### Signal wires by layer

Only two layers are drawn.
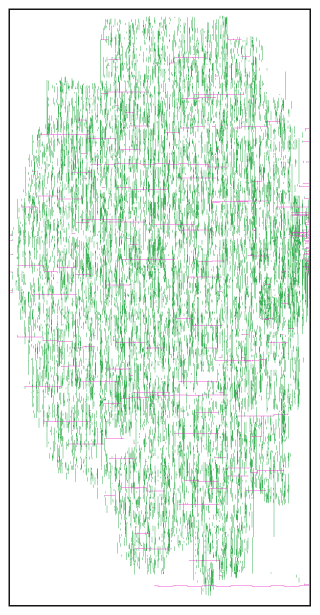
### M1 wires

Bar = 100 um. Supply wires on this layer in gray.
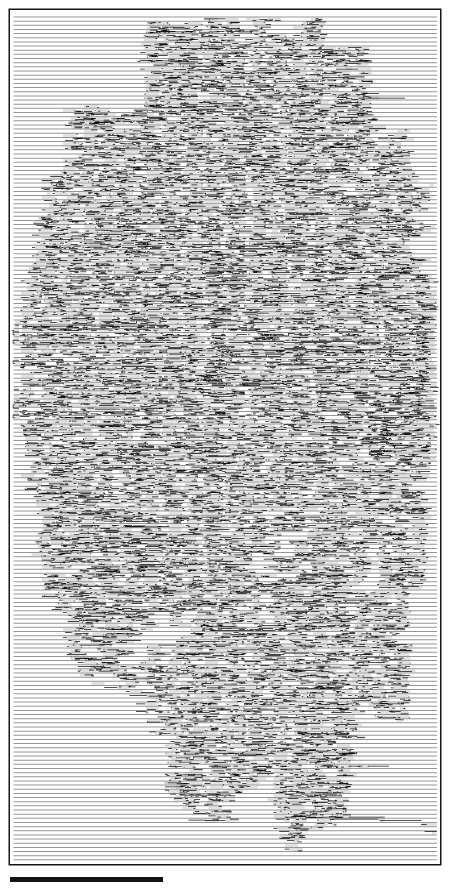
===== config.mk =====
export PLATFORM = sky130hd
export DESIGN_NAME = stream_filter_engine
export DESIGN_NICKNAME = d
export VERILOG_FILES = /design/src/rtl/stream_filter_engine.sv
export SDC_FILE = /design/constraint.sdc
export NUM_CORES = 2
export LEC_CHECK = 0
export ABC_CLOCK_PERIOD_IN_PS = 2200
export CORE_ASPECT_RATIO = 2
export CORE_MARGIN = 2
export CORE_UTILIZATION = 52
export DETAILED_ROUTE_END_ITERATION = 8
export GPL_TIMING_DRIVEN = 1
export PLACE_DENSITY = 0.81
export SKIP_LAST_GASP = 1
export SYNTH_ARGS = -nofsm -noshare
export SYNTH_HDL_FRONTEND = slang
export SYNTH_SLANG_ARGS = --single-unit

===== constraint.sdc =====
create_clock -name clk -period 2.2 [get_ports clk]
set_clock_uncertainty 0.15 [all_clocks]
set_input_delay 0.33 -clock clk [delete_from_list [all_inputs] [get_ports clk]]
set_output_delay 0.33 -clock clk [all_outputs]
set_load 0.05 [all_outputs]

===== src/rtl/stream_filter_engine.sv =====
// stream_filter_engine: raster reader with two line buffers and a 3x3 window, writes pixels back by address.
// Define GAUSS3_EN for the rounded 3x3 Gaussian on interior pixels; otherwise the centre pixel passes through.
module stream_filter_engine #(
  parameter int WIDTH = 256,
  parameter int HEIGHT = 256,
  parameter int AW = 16,
  parameter int DW = 8
) (
  input  logic          clk,
  input  logic          rst,
  input  logic          in_valid,
  output logic [AW-1:0] in_addr,
  input  logic [DW-1:0] in_data,
  output logic          out_valid,
  output logic [AW-1:0] out_addr,
  output logic [DW-1:0] out_data,
  output logic          finish
);
  localparam logic [AW:0] FIRST = (AW+1)'(WIDTH + 1);
  localparam logic [AW:0] LAST = (AW+1)'(WIDTH * HEIGHT + WIDTH);
  typedef enum logic [1:0] {IDLE, READ, DRAIN, DONE} state_t;
  state_t state;
  logic [AW:0] icnt, cap_cnt;
  logic [AW-1:0] opix, src_addr;
  logic cap_v, win_v, iss, src_v;
  logic [DW-1:0] pix, src_data;
  logic [WIDTH-1:0][DW-1:0] lb0, lb1;
  logic [2:0][DW-1:0] top;
  // Past the last real address, DRAIN feeds WIDTH+1 zero pixels to flush the window.
  assign iss = (state == READ && in_valid) || (state == DRAIN && icnt <= LAST);
  assign pix = cap_cnt[AW] ? '0 : in_data;
  always_ff @(posedge clk or negedge rst)
    if (!rst) begin
      state <= IDLE;
      in_addr <= '0;
      icnt <= '0;
      cap_cnt <= '0;
      cap_v <= 1'b0;
      win_v <= 1'b0;
      opix <= '0;
      out_valid <= 1'b0;
      out_addr <= '0;
      out_data <= '0;
      finish <= 1'b0;
    end else begin
      cap_v <= iss;
      win_v <= cap_v && cap_cnt >= FIRST;
      out_valid <= src_v;
      if (iss) icnt <= icnt + 1'b1;
      if (cap_v) cap_cnt <= cap_cnt + 1'b1;
      if (win_v) opix <= opix + 1'b1;
      if (src_v) begin
        out_addr <= src_addr;
        out_data <= src_data;
      end
      case (state)
        IDLE: if (in_valid) state <= READ;
        READ: if (in_valid) begin
          if (in_addr == '1) state <= DRAIN;
          else in_addr <= in_addr + 1'b1;
        end
        DRAIN: if (out_valid && out_addr == '1) begin
          state <= DONE;
          finish <= 1'b1;
        end
        default: ;
      endcase
    end
  // After capturing pixel k: lb0[j]=k-j, lb1[j]=k-WIDTH-j, top[j]=k-2*WIDTH-j; centre is lb1[1].
  always_ff @(posedge clk or negedge rst)
    if (!rst) begin
      lb0 <= '0;
      lb1 <= '0;
      top <= '0;
    end else if (cap_v) begin
      lb0 <= {lb0[WIDTH-2:0], pix};
      lb1 <= {lb1[WIDTH-2:0], lb0[WIDTH-1]};
      top <= {top[1:0], lb1[WIDTH-1]};
    end
`ifdef GAUSS3_EN
  localparam int CB = $clog2(WIDTH);
  localparam int SW = DW + 4;
  logic [SW-1:0] sum;
  logic [CB-1:0] col;
  logic [AW-CB-1:0] row;
  logic border, g_v;
  logic [AW-1:0] g_addr;
  logic [DW-1:0] res, g_data;
  assign col = opix[CB-1:0];
  assign row = opix[AW-1:CB];
  assign border = row == '0 || row == (AW-CB)'(HEIGHT - 1) || col == '0 || col == '1;
  assign sum = (SW'(lb1[1]) << 2)
             + ((SW'(top[1]) + SW'(lb1[0]) + SW'(lb1[2]) + SW'(lb0[1])) << 1)
             + SW'(top[0]) + SW'(top[2]) + SW'(lb0[0]) + SW'(lb0[2]);
  assign res = border ? lb1[1] : DW'((sum + SW'(8)) >> 4);
  always_ff @(posedge clk or negedge rst)
    if (!rst) begin
      g_v <= 1'b0;
      g_addr <= '0;
      g_data <= '0;
    end else begin
      g_v <= win_v;
      if (win_v) begin
        g_addr <= opix;
        g_data <= res;
      end
    end
  assign src_v = g_v;
  assign src_addr = g_addr;
  assign src_data = g_data;
`else
  logic unused_win;
  assign unused_win = ^top;
  assign src_v = win_v;
  assign src_addr = opix;
  assign src_data = lb1[1];
`endif
endmodule


==> results.tsv <==
stage	metric	value	unit
outcome	outcome	completed	
placement	detailedPlace.worstSlack	0.0272	ns
power_and_ir_drop	p_sw_share	21.7	%
floorplanning	floorplan.tapcells	2050	
synthesis	yosys_area	80200	sq um
detailed_routing	remaining_drc_errors	0	
setup_path	worstPathCellList	clkdlybuf4s15_1	
global_routing	gr_layer_usage_met3	2.03	%
worst_hold_path	hold_path_depth	2	
setup_path	worst_ep_required_time	1.72	ns
clocking	cts.hold.buffers_added	9	
synthesis	compound_area_share	0.190	%
detailed_routing	drtPass1Iterations	4	
global_routing	antenna_found_initial	1	
clocking	root_buffer	clkbuf_16	
finish	area.share.sequential	59.7	%
worst_hold_path	hold_path.class	in2reg	
power_and_ir_drop	internal_power	63.1	mW
power_and_ir_drop	p_switching	17.5	mW
setup_path	crit_end	out_addr[5]	
synthesis	synth.top_cell.area_share	67.4	%
power_and_ir_drop	clockPowerShare	40.4	%
finish	max_flop_register	lb0	
clocking	cts_buffers	186	
floorplanning	fp.dieH	559	um
finish	fin_cells	7094	
clocking	cts_repair_resize_count	103	
finish	final_layout_top_logic_cell	dfrtp_1	
power_and_ir_drop	power_sequential	43.0	mW
synthesis	top_cells_by_area_in_the_synthesized_netlist	dfrtp_1, mux2_2, buf_2	
finish	clock_buffers	262	
timing	relSlewSlack	54.0	%
power_and_ir_drop	sequentialPowerShare	53.3	%
finish	antennaDiodeCount	2	
synthesis	syn-num-nets	4743	
power_and_ir_drop	p_clk	32.6	mW
setup_path	crit_path_max_delay_family	buffers and inverters	
worst_hold_path	hp-start	in_data[7]	
synthesis	post_synth_inst_count	4722	
clocking	cts.htree.levels	4	
global_routing	grt.busiest_layer	met2	
global_routing	overflow	0	
synthesis	logic_family	multiplexers	
clocking	clock_sinks	2160	
finish	final_layout_size_suffix_gt1_share	51.6	%
finish	nMultiInputCombCells	2307	
synthesis	yosys-mux-area-fraction	29.3	%
placement	port_buffers	52	
finish	dominant_cells	registers	
timing	worst_pin_slew	0.690	ns
detailed_routing	routed.top_layer	met4	
synthesis	syn_area	80200	sq um
synthesis	yosysCellCount	4722	
global_routing	first_global_vias	41200	
setup_path	crit_path_class	reg2out	
floorplanning	dieWidth	282	um
global_routing	grtUsageMet2	27.1	%
power_and_ir_drop	pg_comb	5.05	mW
finish	comb_share	27.6	%
placement	dp.final_hpwl	68300	um
power_and_ir_drop	power_per_cell_area	890	nW/um^2
floorplanning	core_util_floorplan	52.4	%
power_and_ir_drop	p_leak	46.0	nW
finish	number_of_flip_flops_under_the_largest_register_name	2048	
setup_path	crit_path_max_incr_delay	0.53	ns
power_and_ir_drop	part_of_the_power_in_combinational_logic	6.3	%
detailed_routing	drtAntennaViolNets	0	
setup_path	worst-r2r-setup-slack	0.07	ns
finish	fillers	11100	
setup_path	worstPathBufferInverterCount	1	
global_routing	maximum_number_of_pins_on_one_net_before_global_route_repair	95	
timing	fmaxAchievable	0.466	GHz
timing	smallest_setup_slack_after_layout	0.0559	ns
timing	worst_hold_margin	0.200	ns
finish	ff_count	2160	
setup_path	critical_path.endpoint_type	output pin	
finish	syn_to_final_growth	12.9	%
detailed_routing	met1Wirelength	43600	um
power_and_ir_drop	ir_worst_vdd	0.000726	V
finish	n_all_buffers	241	
worst_hold_path	hold-path-endpoint	lb0[7]	
timing	hold_viol	0	
finish	area.sequential	54100	sq um
synthesis	synth_top_cell_by_area	dfrtp_1	
synthesis	postSynthSeqShare	67.4	%
setup_path	crit_path_top_delay_cell	clkdlybuf4s15_1	
timing	period_minus_slack	2.14	ns
synthesis	synthesized_area_per_cell	17.0	sq um
timing	setup_violations	0	
setup_path	cp-startpoint	out_addr[5]	
timing	timing_max_transition_violations_final	0	
timing	min_period_over_period	97.5	%
floorplanning	core_area	153000	sq um
clocking	clock_tree.buffer_depth	4	
finish	layout.nets	4932	
clocking	tritoncts_clock_tree	yes	
setup_path	worstPathMaxFanout	3	
finish	non_clock_inverter_count	15	
synthesis	adder_share	0.156	%
setup_path	reg2reg_depth	5	
detailed_routing	detailroute.wirelength.met3	2900	um
synthesis	ys.flops	2160	
finish	layout.buffer.nonclock.area_share	3.02	%
setup_path	crit-reg2reg-launch	out_addr[2]	
global_routing	grt_first_pass_wirelength	196000	um
setup_path	r2r-end	state[1]	
detailed_routing	detail_route.vias_per_cell	5.22	
finish	final_layout_top_logic_cells	dfrtp_1, mux2_2, clkbuf_16	
detailed_routing	detailedRoute.firstIterationViolations	1640	
power_and_ir_drop	power_leader	sequential cells	
placement	numPlacedInstances	6764	
floorplanning	std_cell_rows	203	
-- 'Signal wires by layer' (at the start) --
| layer | color | wire length |
|---|---|---|
| met2 | green | 61.2 mm |
| met3 | magenta | 2900 um |
wire length per cell after detailed routing: 15.6 um
GRT Util Overall: 14.5%
Total Wirelength: 111000 um
DR vias: 37000

-- 'M1 wires' (at the start) --
longest straight run: 41.9 um
main direction: horizontal
share of all routed wire: 39%
wire length on this layer: 43.6 mm
nets with wire on the layer: 4736
met1 capacity usage during global routing: 17.2%

-- per-stage QoR --
step           power (mW)   TNS, ns  cell area [sq um]
2_1_floorplan        46.8         0              80200
4_1_cts              81.8   -0.0983              90600
5_1_grt              84.1  -0.00294              90600
3_5_place_dp         48.9         0              84300
6_report             80.6         0              90600
3_3_place_gp         48.5         0              84300
-- Yosys cell counts (all sizes together) --
cell type  count
dfrtp       2160
mux2        2083
buf          161
clkbuf        79
xnor2         47
nand4         30
nand2         29
nor2          20
inv           15
xor2          14
and3          13
nand3         13
ha            10
nand3b         8
o21ai          8
nor4           5
nor3           4
a21oi          3
a31oi          2
and4           2
mux2i          2
nor2b          2
nor4b          2
a2111o         1
a21boi         1
a221oi         1
a22o           1
and2           1
o21bai         1
o221ai         1
o41ai          1
or2            1
or4            1
Power figures rest on the tool's default switching activity, not on a simulated workload.
